<file path="config.mk">
export PLATFORM = sky130hd
export DESIGN_NAME = fetch_queue
export DESIGN_NICKNAME = d
export VERILOG_FILES = /design/src/rtl/fetch_queue.sv
export SDC_FILE = /design/constraint.sdc
export NUM_CORES = 1
export LEC_CHECK = 0
export ABC_CLOCK_PERIOD_IN_PS = 4900
export CAP_MARGIN = 5
export CORE_ASPECT_RATIO = 2
export CORE_MARGIN = 2
export CORE_UTILIZATION = 40
export CTS_CLUSTER_SIZE = 40
export DETAILED_ROUTE_END_ITERATION = 6
export PLACE_DENSITY = 0.62
export SYNTH_ARGS = -nofsm -noshare
export SYNTH_HDL_FRONTEND = slang
export SYNTH_SLANG_ARGS = --single-unit
</file>
<file path="constraint.sdc">
create_clock -name clk -period 4.9 [get_ports clk]
set_clock_uncertainty 0.2 [all_clocks]
set_input_delay 1.225 -clock clk [delete_from_list [all_inputs] [get_ports clk]]
set_output_delay 1.225 -clock clk [all_outputs]
set_load 0.05 [all_outputs]
</file>
<file path="src/rtl/fetch_queue.sv">
// Instruction fetch queue between IF and ID: circular FIFO of {pc, instr, pc_plus4}
// triples with valid/ready on both sides and a branch-redirect flush.
module fetch_queue #(
    parameter int DATA_WIDTH = 32,
    parameter int DEPTH      = 4,
    localparam int PTR_W     = $clog2(DEPTH),
    localparam int CNT_W     = $clog2(DEPTH + 1)
) (
    input  logic                  clk,
    input  logic                  rst_n,
    input  logic                  flush_i,
    input  logic                  enq_valid_i,
    input  logic [DATA_WIDTH-1:0] enq_pc_i,
    input  logic [DATA_WIDTH-1:0] enq_instr_i,
    input  logic [DATA_WIDTH-1:0] enq_pc_plus4_i,
    output logic                  enq_ready_o,
    output logic                  deq_valid_o,
    output logic [DATA_WIDTH-1:0] deq_pc_o,
    output logic [DATA_WIDTH-1:0] deq_instr_o,
    output logic [DATA_WIDTH-1:0] deq_pc_plus4_o,
    input  logic                  deq_ready_i,
    output logic [CNT_W-1:0]      count_o
);

    localparam int ENTRY_W = 3 * DATA_WIDTH;

    logic [ENTRY_W-1:0] mem_q [DEPTH];
    logic [PTR_W-1:0]   wr_ptr_q, wr_ptr_d;
    logic [PTR_W-1:0]   rd_ptr_q, rd_ptr_d;
    logic [CNT_W-1:0]   count_q, count_d;
    logic               enq_fire;
    logic               deq_fire;
    logic [ENTRY_W-1:0] head;

    assign enq_ready_o = (count_q != CNT_W'(DEPTH));
    assign deq_valid_o = (count_q != '0);
    assign enq_fire    = enq_valid_i & enq_ready_o & ~flush_i;
    assign deq_fire    = deq_valid_o & deq_ready_i & ~flush_i;

    // Empty queue presents an all-zero bubble rather than stale storage.
    assign head = deq_valid_o ? mem_q[rd_ptr_q] : '0;
    assign deq_pc_o       = head[3*DATA_WIDTH-1:2*DATA_WIDTH];
    assign deq_instr_o    = head[2*DATA_WIDTH-1:DATA_WIDTH];
    assign deq_pc_plus4_o = head[DATA_WIDTH-1:0];
    assign count_o        = count_q;

    always_comb begin
        wr_ptr_d = wr_ptr_q;
        rd_ptr_d = rd_ptr_q;
        count_d  = count_q;
        if (flush_i) begin
            wr_ptr_d = '0;
            rd_ptr_d = '0;
            count_d  = '0;
        end else begin
            if (enq_fire) wr_ptr_d = wr_ptr_q + PTR_W'(1);
            if (deq_fire) rd_ptr_d = rd_ptr_q + PTR_W'(1);
            if (enq_fire && !deq_fire)      count_d = count_q + CNT_W'(1);
            else if (!enq_fire && deq_fire) count_d = count_q - CNT_W'(1);
        end
    end

    always_ff @(posedge clk or negedge rst_n) begin
        if (!rst_n) begin
            wr_ptr_q <= '0;
            rd_ptr_q <= '0;
            count_q  <= '0;
        end else begin
            wr_ptr_q <= wr_ptr_d;
            rd_ptr_q <= rd_ptr_d;
            count_q  <= count_d;
        end
    end

    // Storage needs no reset: count gates every read.
    always_ff @(posedge clk) begin
        if (enq_fire) mem_q[wr_ptr_q] <= {enq_pc_i, enq_instr_i, enq_pc_plus4_i};
    end

endmodule
</file>
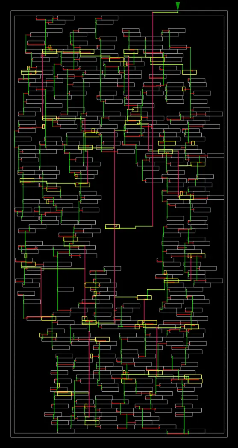
Figure 1: the clock network.
Sink Count: 391
CTS Buf Count: 35

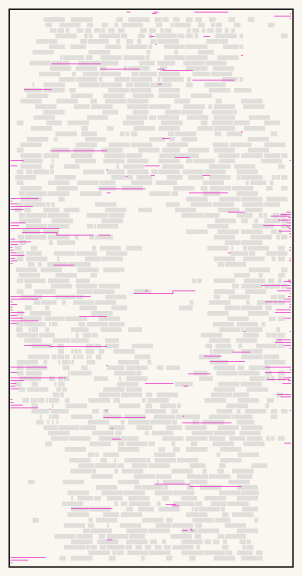
Figure 2: metal 3.
Drawn at 2 px/um.
nets with wire on the layer: 109
main direction: horizontal
longest straight run: 39.8 um
share of all routed wire: 3.5%

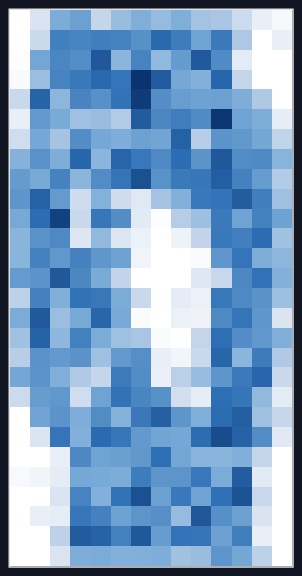
Figure 3: cell density map.
Drawn at 2 px/um. 14 x 28 tiles, from white (low) to dark blue (high), 0 to 100% covered.
emptiest ninth of the die: centre
fullest tile: 99%
nearly empty tiles: 9.2%

==> results.ini <==
[worst_setup_path]
cp_max_fo = 27
path_class = reg2out
regToRegSetupSlack_ns = 2.22

[synth]
yosys_cells = 670
yosysMostFrequentCell = edfxtp_1
ys_types = 31
synthCells = 670
async_flop_share = 0.0179
ys.flop_type = edfxtp_1
synthesis.area_um2 = 15000
synth_area_per_cell_um2 = 22.4
synth-edff-count = 384
area_leaders = edfxtp_1 77%, mux4_2 14%, and2_1 4.2%
postSynthSeqShare = 0.779

[clocking]
insertion_delay_ns = 0.52
postCtsSetupRepairBufs = 0
cts_resized = 0
htreeDepth = 2
root_buffer = clkbuf_16

[floorplanning]
initial_core_util = 0.405
io_pins = 202
die_h_um = 278

[route]
drc = 0
viasPerCell = 5.16
wl_met1_um = 11700
avgRoutedWirePerCell_um = 22.6
vias = 7089

[placed_design]
placed_area_um2 = 17700
hpwl_um = 19300

[final_timing]
worstMarginPinSlew_ns = 0.611
tns_ns = 0
hold_violations = 0
finalClockPeriodUsage = 0.917

[power]
power.leakage_nw = 5.90
swShare = 0.358
p_switching_mw = 3.86

[global_routing]
grt_pass1_vias = 7527
track_usage = 0.158

[run_status]
outcome = completed

[finish]
mi_logic_area_um2 = 3110
seqCellArea_um2 = 11700

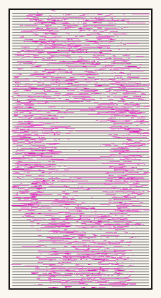
Figure 4: the metal 1 layer.
Drawn at 1 px/um. Supply wires on this layer in grey.
main direction: horizontal
longest straight run: 66.2 um
wire length on this layer: 11700 um
share of all routed wire: 38%
nets with wire on the layer: 902

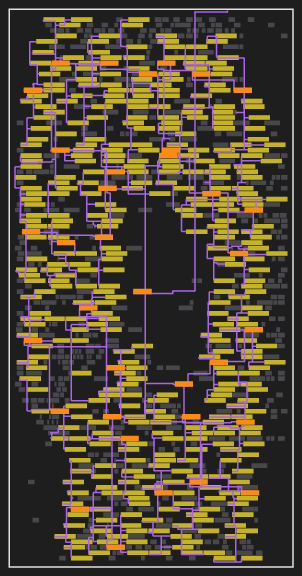
Figure 5: clock distribution.
Drawn at 2 px/um.
legend:
  yellow:
    item: flip-flops
    count: 391
  orange:
    item: clock drivers
    count: 35
  purple:
    item: clock wires
    length: 4300 um
routed clock nets: 36

-- cells by family (layout without fill, tap and decap cells) --
kind of cell	Yosys count	in the layout	synth area share
AND-OR/OR-AND	11	11	0.00583
XOR/XNOR	2	2	0.00117
adder cells (fa/ha/maj)	5	5	0.00466
buffers and inverters	43	285	0.0151
flip-flops	391	391	0.779
multiplexers	100	100	0.147
other	0	3	0
AND/OR/NAND/NOR	118	118	0.0479
-- placed cells by master, fill, tap and decap left out, types with 2 or more instances in the layout --
cell and count:
a21oi_1 2, and2_1 96, and2_4 4, buf_12 12, buf_4 5, bufinv_16 3
clkbuf_1 6, clkbuf_16 35, clkdlybuf4s50_1 201, clkinv_1 8, clkinv_2 5, dfrtp_1 5
dfrtp_4 2, diode_2 3, edfxtp_1 384, ha_1 4, inv_1 6, inv_6 3
mux2_2 2, mux2i_1 2, mux4_2 96, nand3_1 2, nand3b_1 2, nor2_1 9
o21ai_0 2, xor2_1 2
-- critical path, cell delays in order (launching register included) --
cell and delay [ns]:
dfrtp_4 0.75, buf_12 0.31, mux4_2 0.59, and2_1 0.18, clkdlybuf4s50_1 0.69
-- layer usage --
layer,track usage,vias to the layer above
met2,0.284,168
met4,0.0618,0
met5,0,-
li1,-,3164
met1,0.190,3707
met3,0.0246,50
-- registers in the layout (all words and copies together) (netlist names) --
name and count:
count_o 3, mem_q 384, rd_ptr_q 2, wr_ptr_q 2
-- path summary, 6_finish.rpt --
kind,to,startpoint,depth (start not counted)
max in group asynchronous,rd_ptr_q[1],rst_n,1
setup reg to reg,count_o[2],count_o[2],6
hold / removal,wr_ptr_q[1],wr_ptr_q[1],2
setup / recovery,deq_instr_o[13],rd_ptr_q[0],4
min in group asynchronous,rd_ptr_q[0],rst_n,1
hold reg to reg,wr_ptr_q[1],wr_ptr_q[1],2
-- through the flow --
step,cells,setup WS [ns],hold slack (ns),utilization
4_1_cts,1371,0.287,0.400,0.506
3_3_place_gp,1310,0.864,0.396,0.477
6_report,1374,0.407,0.402,0.506
5_1_grt,1374,0.210,0.441,0.506
3_5_place_dp,1310,0.857,0.392,0.477
2_1_floorplan,670,0.424,0.357,-
-- power groups by stage --
stage | combinational [mW] | sequential (mW) | clock [mW]
2_1_floorplan | 2.90 | 4.00 | 0
3_3_place_gp | 4.26 | 4.04 | 0
3_5_place_dp | 4.27 | 4.05 | 0
4_1_cts | 4.28 | 3.98 | 2.70
5_1_grt | 4.40 | 3.99 | 2.82
6_report | 4.19 | 3.97 | 2.62
-- cell type report --
type                    count  area share
multi-input cells         236       0.165
well taps                 459      0.0306
diodes                      3    0.000399
inverters                   6     0.00120
flip-flops and latches    391       0.623
clock inverters            20     0.00952
repair buffers            218       0.122
clock buffers              41      0.0478
Power figures rest on the tool's default switching activity, not on a simulated workload.
